===== config.mk =====
export PLATFORM = sky130hd
export DESIGN_NAME = alu_issue_seq
export DESIGN_NICKNAME = d
export VERILOG_FILES = /design/src/rtl/alu_issue_seq.sv
export SDC_FILE = /design/constraint.sdc
export NUM_CORES = 1
export LEC_CHECK = 0
export CAP_MARGIN = 20
export CORE_MARGIN = 2
export CORE_UTILIZATION = 41
export CTS_CLUSTER_SIZE = 20
export DETAILED_ROUTE_END_ITERATION = 7
export PLACE_DENSITY = 0.95
export SLEW_MARGIN = 20
export SYNTH_ARGS = -nofsm -noshare
export SYNTH_HDL_FRONTEND = slang
export SYNTH_SLANG_ARGS = --single-unit
export TNS_END_PERCENT = 100

===== constraint.sdc =====
create_clock -name clk -period 3.3 [get_ports clk]
set_input_delay 0.33 -clock clk [delete_from_list [all_inputs] [get_ports clk]]
set_output_delay 0.33 -clock clk [all_outputs]
set_load 0.01 [all_outputs]

===== src/rtl/alu_issue_seq.sv =====
// alu_issue_seq: issues decoded operations to an external combinational ALU
// and returns a registered writeback / branch record on a valid/ready handshake.
// Operand and operation outputs come only from registers, so the ALU path
// starts at a flop. The ALU result is captured at the end of the single EXEC cycle.
module alu_issue_seq #(
    parameter int REG_ADDR_W = 5,
    parameter int MASK_SHAMT = 1
) (
    input  logic                  clk,
    input  logic                  reset,
    input  logic                  in_valid,
    output logic                  in_ready,
    input  logic [3:0]            in_op,
    input  logic [31:0]           in_rs,
    input  logic [31:0]           in_rt,
    input  logic [REG_ADDR_W-1:0] in_rd,
    output logic [31:0]           alu_data1,
    output logic [31:0]           alu_data2,
    output logic [2:0]            alu_operation,
    input  logic [31:0]           alu_result,
    input  logic                  alu_zero,
    output logic                  wb_valid,
    input  logic                  wb_ready,
    output logic [31:0]           wb_result,
    output logic [REG_ADDR_W-1:0] wb_rd,
    output logic                  wb_we,
    output logic                  br_taken,
    output logic                  illegal
);

    localparam logic [1:0] ST_IDLE = 2'd0;
    localparam logic [1:0] ST_EXEC = 2'd1;
    localparam logic [1:0] ST_WB   = 2'd2;

    localparam logic [3:0] OP_ADD = 4'd0;
    localparam logic [3:0] OP_SUB = 4'd1;
    localparam logic [3:0] OP_OR  = 4'd2;
    localparam logic [3:0] OP_AND = 4'd3;
    localparam logic [3:0] OP_SLL = 4'd4;
    localparam logic [3:0] OP_BEQ = 4'd5;
    localparam logic [3:0] OP_BNE = 4'd6;

    localparam logic [2:0] ALU_ADD = 3'b011;
    localparam logic [2:0] ALU_SUB = 3'b100;
    localparam logic [2:0] ALU_OR  = 3'b101;
    localparam logic [2:0] ALU_AND = 3'b110;
    localparam logic [2:0] ALU_SLL = 3'b111;

    // Decoded-op to ALU control code; branches compare by subtraction.
    function automatic logic [2:0] map_op(input logic [3:0] op);
        logic [2:0] code;
        case (op)
            OP_ADD:  code = ALU_ADD;
            OP_SUB:  code = ALU_SUB;
            OP_OR:   code = ALU_OR;
            OP_AND:  code = ALU_AND;
            OP_SLL:  code = ALU_SLL;
            OP_BEQ:  code = ALU_SUB;
            OP_BNE:  code = ALU_SUB;
            default: code = ALU_ADD;
        endcase
        return code;
    endfunction

    function automatic logic op_is_illegal(input logic [3:0] op);
        return (op > OP_BNE);
    endfunction

    logic [1:0]            state_q,     state_d;
    logic [31:0]           data1_q,     data1_d;
    logic [31:0]           data2_q,     data2_d;
    logic [2:0]            aop_q,       aop_d;
    logic [3:0]            op_q,        op_d;
    logic [REG_ADDR_W-1:0] rd_q,        rd_d;
    logic                  wb_valid_q,  wb_valid_d;
    logic [31:0]           wb_result_q, wb_result_d;
    logic [REG_ADDR_W-1:0] wb_rd_q,     wb_rd_d;
    logic                  wb_we_q,     wb_we_d;
    logic                  br_taken_q,  br_taken_d;
    logic                  illegal_q,   illegal_d;
    logic                  in_ready_s;
    logic                  accept_s;

    // Request acceptance: free when idle, or when the held record drains this cycle.
    always_comb begin
        in_ready_s = (state_q == ST_IDLE) || ((state_q == ST_WB) && wb_ready);
        accept_s   = in_valid && in_ready_s;
    end

    // Next-state, operand loading and result capture.
    always_comb begin
        state_d     = state_q;
        data1_d     = data1_q;
        data2_d     = data2_q;
        aop_d       = aop_q;
        op_d        = op_q;
        rd_d        = rd_q;
        wb_valid_d  = wb_valid_q;
        wb_result_d = wb_result_q;
        wb_rd_d     = wb_rd_q;
        wb_we_d     = wb_we_q;
        br_taken_d  = br_taken_q;
        illegal_d   = illegal_q;

        case (state_q)
            ST_IDLE: begin
                if (accept_s) begin
                    state_d = ST_EXEC;
                end else begin
                    state_d = ST_IDLE;
                end
            end
            ST_EXEC: begin
                state_d     = ST_WB;
                wb_valid_d  = 1'b1;
                wb_rd_d     = rd_q;
                illegal_d   = op_is_illegal(op_q);
                if (op_is_illegal(op_q)) begin
                    wb_result_d = 32'd0;
                end else begin
                    wb_result_d = alu_result;
                end
                wb_we_d = (op_q <= OP_SLL) && (rd_q != {REG_ADDR_W{1'b0}});
                if (op_q == OP_BEQ) begin
                    br_taken_d = alu_zero;
                end else if (op_q == OP_BNE) begin
                    br_taken_d = ~alu_zero;
                end else begin
                    br_taken_d = 1'b0;
                end
            end
            ST_WB: begin
                if (wb_ready) begin
                    wb_valid_d = 1'b0;
                    if (accept_s) begin
                        state_d = ST_EXEC;
                    end else begin
                        state_d = ST_IDLE;
                    end
                end else begin
                    state_d = ST_WB;
                end
            end
            default: begin
                state_d    = ST_IDLE;
                wb_valid_d = 1'b0;
            end
        endcase

        // Accept only happens in IDLE or draining WB, so this never collides with EXEC capture.
        if (accept_s) begin
            op_d  = in_op;
            rd_d  = in_rd;
            aop_d = map_op(in_op);
            if (op_is_illegal(in_op)) begin
                data1_d = 32'd0;
                data2_d = 32'd0;
            end else if ((in_op == OP_SLL) && (MASK_SHAMT != 0)) begin
                data1_d = in_rs;
                data2_d = {27'd0, in_rt[4:0]};
            end else begin
                data1_d = in_rs;
                data2_d = in_rt;
            end
        end else begin
            op_d = op_q;
        end
    end

    // State and output registers with synchronous reset.
    always_ff @(posedge clk) begin
        if (reset) begin
            state_q     <= ST_IDLE;
            data1_q     <= 32'd0;
            data2_q     <= 32'd0;
            aop_q       <= ALU_ADD;
            op_q        <= OP_ADD;
            rd_q        <= {REG_ADDR_W{1'b0}};
            wb_valid_q  <= 1'b0;
            wb_result_q <= 32'd0;
            wb_rd_q     <= {REG_ADDR_W{1'b0}};
            wb_we_q     <= 1'b0;
            br_taken_q  <= 1'b0;
            illegal_q   <= 1'b0;
        end else begin
            state_q     <= state_d;
            data1_q     <= data1_d;
            data2_q     <= data2_d;
            aop_q       <= aop_d;
            op_q        <= op_d;
            rd_q        <= rd_d;
            wb_valid_q  <= wb_valid_d;
            wb_result_q <= wb_result_d;
            wb_rd_q     <= wb_rd_d;
            wb_we_q     <= wb_we_d;
            br_taken_q  <= br_taken_d;
            illegal_q   <= illegal_d;
        end
    end

    assign in_ready      = in_ready_s;
    assign alu_data1     = data1_q;
    assign alu_data2     = data2_q;
    assign alu_operation = aop_q;
    assign wb_valid      = wb_valid_q;
    assign wb_result     = wb_result_q;
    assign wb_rd         = wb_rd_q;
    assign wb_we         = wb_we_q;
    assign br_taken      = br_taken_q;
    assign illegal       = illegal_q;

endmodule


Figure 1. Sequential cells coloured by netlist name (run 1).
Drawn at 4 px/um. Other sequential cells in the stronger grey, the rest of the logic in the fainter grey.
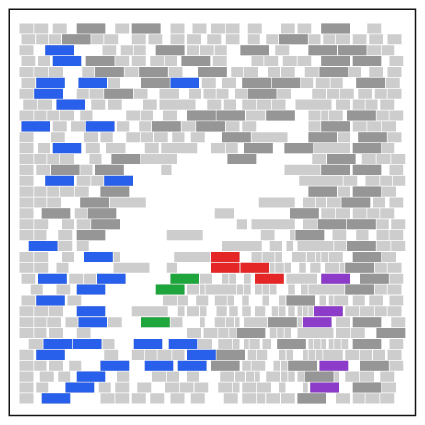
legend:
  purple:
    name_in_the_netlist: wb_rd
    placed_flops: 5
    where: bottom right
  red:
    name_in_the_netlist: op_q
    placed_flops: 4
  green:
    name_in_the_netlist: alu_operation
    placed_flops: 3
  blue:
    name_in_the_netlist: alu_data1
    placed_flops: 32
post-layout utilization of the core: 73.0%
seq pwr: 0.00154 W

Figure 2. Routed metal, one colour a layer (run 1).
Drawn at 4 px/um.
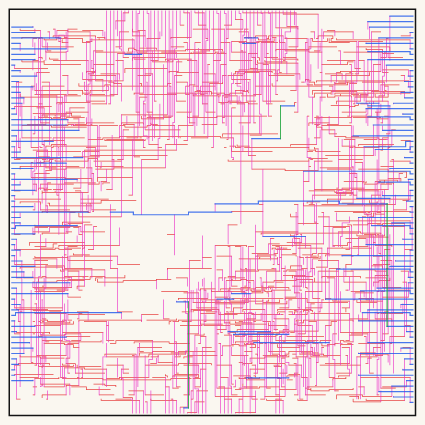
legend:
  magenta:
    layer: M2
    wire_length: 5750 um
  red:
    layer: M1
    wire_length: 4680 um
  blue:
    layer: M3
    wire_length: 1060 um
  green:
    layer: M4
    wire_length: 65.3 um

==> flow_summary_export.csv, run 1 <==
group,metric,value,unit
synthesis,synth_stat.cells,331,
global_routing,top_usage_layer,"met2",
detailed_routing,vias_per_cell,5.29,
cells_and_area,n_all_inverters,1,
power,finalPower,0.00372,W
final_timing,fin_setup_tns,0,ps
die,chipArea,0.0102,mm2
synthesis,xor_area_share,0.452,%
power,p_per_area,554,mW/mm2
cells_and_area,clkbuf_count,21,
synthesis,largest_area_cell,"dfxtp_1",
global_routing,grt_use_met1,25.7,%
detailed_routing,top_layer_used,"met4",
global_routing,grt_max_degree,66,
cts,ctsHtreeMaxLevel,4,
setup_path,path_max_fanout,14,
global_routing,use_met2,37.7,%
setup_path,critPathLaunchType,"flop",
outcome,status,"finished, final reports clean",
power,clkPwrFrac,47.0,%
job,cap_violations,0,
setup_path,rr_startpoint,"state_q[1]$_SDFF_PP0_",
cts,clk_path_buf_depth,2,
synthesis,edf_count,0,
power,switchingPower,0.000812,W
global_routing,grt.met3_usage,7.87,%
global_routing,grt_pass1_wl,17.5,mm
global_routing,grt_usage,22.0,%
job,warnings,26,
cells_and_area,area_growth,73.4,%
setup_path,path_cells,"nor2b_1, nor2_1, clkdlybuf4s50_1",
final_timing,relSlewSlack,32.5,%
cells_and_area,final_cell_area,0.00671,mm2
die,fp_util,42.1,%
cells_and_area,comb_share,20.6,%
setup_path,crit_start,"state_q[1]$_SDFF_PP0_",
synthesis,simple_gate_area_share,6.95,%
cells_and_area,final-clk-cell-share,8.48,%
cells_and_area,lay_top_count,"clkdlybuf4s50_1",
Figure 3. The clock network (run 1).
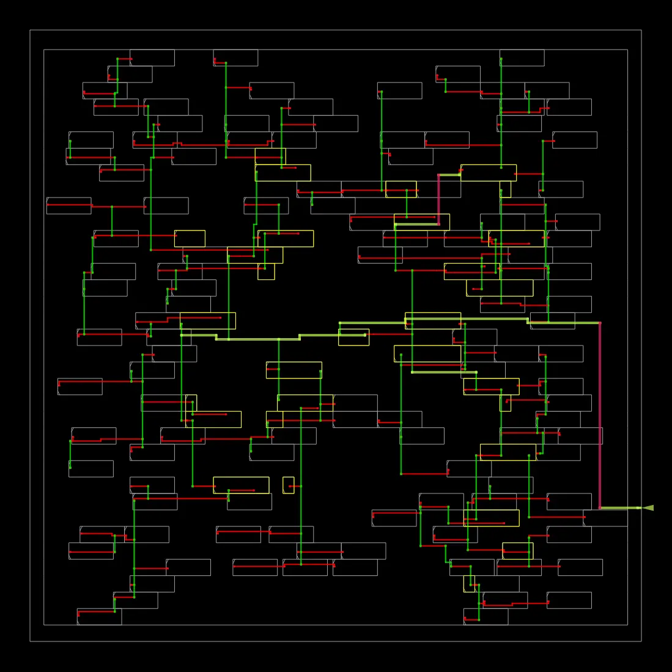
TritonCTS Buffers: 17
clock-net power: 0.00175 W
Setup Skew: 8.79 ps
CTS Sinks: 119
clock latency on the worst-skew pair: 490 ps

Figure 4. Power grid (run 1).
Drawn at 4 px/um. Pins as bars on the die edge. Tap cells in grey.
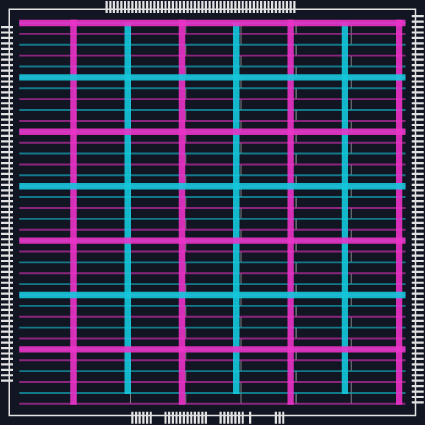
legend:
  cyan:
    net: VDD
  magenta:
    net: VSS
met1 rails: 36
met5 straps: 7
Die X: 101 um
die y size: 101 um
Worst IR Drop VDD: 0.000290 V

run 1: worst min-delay path by stage:
stage / startpoint / to / slack, ps / cells after the start
final: in_rd[1] / rd_q[1]$_SDFFE_PP0P_ / 420 / 3
after global routing: in_rs[2] / alu_data1[2]$_SDFFE_PP0P_ / 410 / 2
after CTS: in_rd[0] / rd_q[0]$_SDFFE_PP0P_ / 400 / 3
after detailed placement: wb_rd[4]$_SDFFE_PP0P_ / wb_rd[4]$_SDFFE_PP0P_ / 450 / 2
after global placement: wb_rd[2]$_SDFFE_PP0P_ / wb_rd[2]$_SDFFE_PP0P_ / 440 / 2
after floorplan: rd_q[4]$_SDFFE_PP0P_ / wb_rd[4]$_SDFFE_PP0P_ / 440 / 2
==> run 1 -> run 2 <==
--- a/config.mk
+++ b/config.mk
@@ -7,10 +7,10 @@
 export LEC_CHECK = 0
 export CAP_MARGIN = 20
 export CORE_MARGIN = 2
-export CORE_UTILIZATION = 41
+export CORE_UTILIZATION = 34
 export CTS_CLUSTER_SIZE = 20
 export DETAILED_ROUTE_END_ITERATION = 7
-export PLACE_DENSITY = 0.95
+export PLACE_DENSITY = 0.86
 export SLEW_MARGIN = 20
 export SYNTH_ARGS = -nofsm -noshare
 export SYNTH_HDL_FRONTEND = slang
==> constraint.sdc (replaced) <==
create_clock -name clk -period 2.2 [get_ports clk]
set_input_delay 0.22 -clock clk [delete_from_list [all_inputs] [get_ports clk]]
set_output_delay 0.22 -clock clk [all_outputs]
set_load 0.01 [all_outputs]
Figure 5. Cell density map (run 2).
Drawn at 3 px/um. The die is cut into 11 by 11 equal tiles; white is low, dark blue is high, 0 to 100% covered.
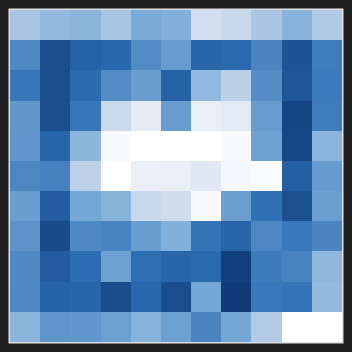
tiles over 75% full: 26%
fullest tile: 95%
nearly empty tiles: 5.0%
mean over tiles: 54%
emptiest ninth of the die: middle

Figure 6. The clock network (run 2).
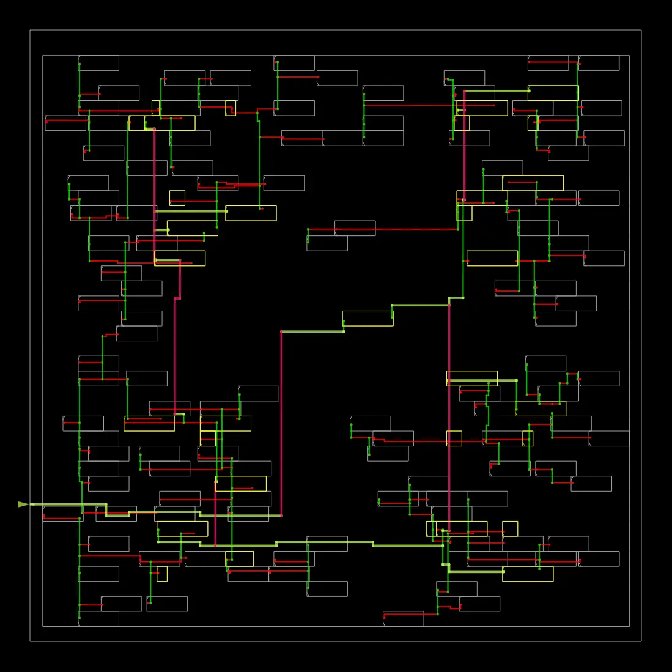
clock latency on the worst-skew pair: 410 ps
clock-net power: 0.00253 W
Setup Skew: 6.61 ps
count of flip-flops and latches: 119

==> run 2 against run 1 <==
Compared with the run above: sequential power grew about 50%; synthesized cell count is the same; routed wire length shrank 0.18%; register-to-register slack lost 830 ps; clock skew shrank 2.2 ps; worst hold slack lost 38 ps; final area grew 1.2%; core utilization shrank 11 points; setup slack lost 230 ps; total power grew 48%; area after synthesis is the same; final cell count grew 5.2%.
==> flow_summary_export.csv, run 2 <==
group,metric,value,unit
outcome,status,"finished, final reports clean",
power,p_seq,0.00231,W
setup_path,reg2reg_slack,510,ps
synthesis,ys_seq_share,61.5,%
cells_and_area,seqAreaFraction,35.1,%
die,fp_util,35.2,%
die,chipArea,0.0123,mm2
cells_and_area,clkbuf_count,19,
cells_and_area,logic_gates,184,
cells_and_area,area_growth,75.4,%
cells_and_area,final-clk-cell-share,8.11,%
die,dieWidth,111,um
synthesis,common_cells,"dfxtp_1, a22o_1, clkbuf_1",
setup_path,rr_startpoint,"state_q[0]$_SDFF_PP0_",
die,taps,140,
power,ir_worst_vdd,0.000634,V
synthesis,xor_area_share,0.452,%
job,warnings,26,
synthesis,post_synth_num_cell_types,33,
cells_and_area,n_all_inverters,1,
die,row_count,38,
place,pre_cts_ws,236,ps
hold_path,holdPathStages,3,
cells_and_area,final_core_util,61.8,%
setup_path,cp.arrival,1540,ps
cts,numCtsBuffers,17,
place,gp_congestion,0.797,
global_routing,grt_max_degree,66,
cts,ctsHtreeMaxLevel,4,
final_timing,fin_setup_tns,0,ps
cells_and_area,buffer_area_share,33.7,%
setup_path,critPathLaunchType,"flop",
synthesis,simple_gate_area_share,6.95,%
final_timing,relSlewSlack,51.1,%
detailed_routing,vias_per_cell,5.13,
power,finalPower,0.00549,W
cells_and_area,final_cell_area,0.00679,mm2
setup_path,path_cells,"nor2b_1, nor2_1, clkdlybuf4s50_1",
power,p_per_area,809,mW/mm2
synthesis,edf_count,0,
cts,clkSinkCount,119,
job,cap_violations,0,
power,clkPwrFrac,46.1,%
cts,clk_path_buf_depth,2,
cells_and_area,comb_share,20.5,%
synthesis,topCellsByArea,"dfxtp_1, a22o_1, a21oi_1",
global_routing,grt_usage,19.2,%
cts,cts_tree,"yes",
cells_and_area,lay_top_count,"clkdlybuf4s50_1",
synthesis,largest_area_cell,"dfxtp_1",
hold_path,hold_end,"rd_q[1]$_SDFFE_PP0P_",
power,switchingPower,0.00127,W
power,p_leak,2.55,nW
final_timing,setup_slack,442,ps
hold_path,min_from,"in_rd[1]",
global_routing,grt_pass1_wl,18.7,mm
die,dieHeight,111,um
cells_and_area,lay_top_cells,"clkdlybuf4s50_1, dfxtp_1, a22o_1, clkbuf_16, a21oi_1",
setup_path,path_max_fanout,5,
synthesis,synth_stat.cells,331,
-- run 2: cell counts after synthesis --
Identical to the previous run, type by type.
-- run 2: how the worst max path moves through the flow --
stage	from	to	slack, ps	cells past startpoint
final	state_q[1]$_SDFF_PP0_	in_ready	440	3
after global routing	state_q[1]$_SDFF_PP0_	in_ready	340	3
after CTS	state_q[1]$_SDFF_PP0_	in_ready	430	3
after detailed placement	reset	alu_data1[5]$_SDFFE_PP0P_	240	5
after global placement	reset	wb_result[12]$_SDFFE_PP0P_	200	3
after floorplan	reset	alu_data2[12]$_SDFFE_PP0P_	680	5
-- run 2: metal layers --
metal  routed length, um  share of wire [%]  track usage [%]
met1                4720                 41             21.3
met2                5390                 47             31.8
met3                1190                 10             8.80
met4                 234                2.0             8.17
met5                   0                  0                0
Power figures rest on the tool's default switching activity, not on a simulated workload.
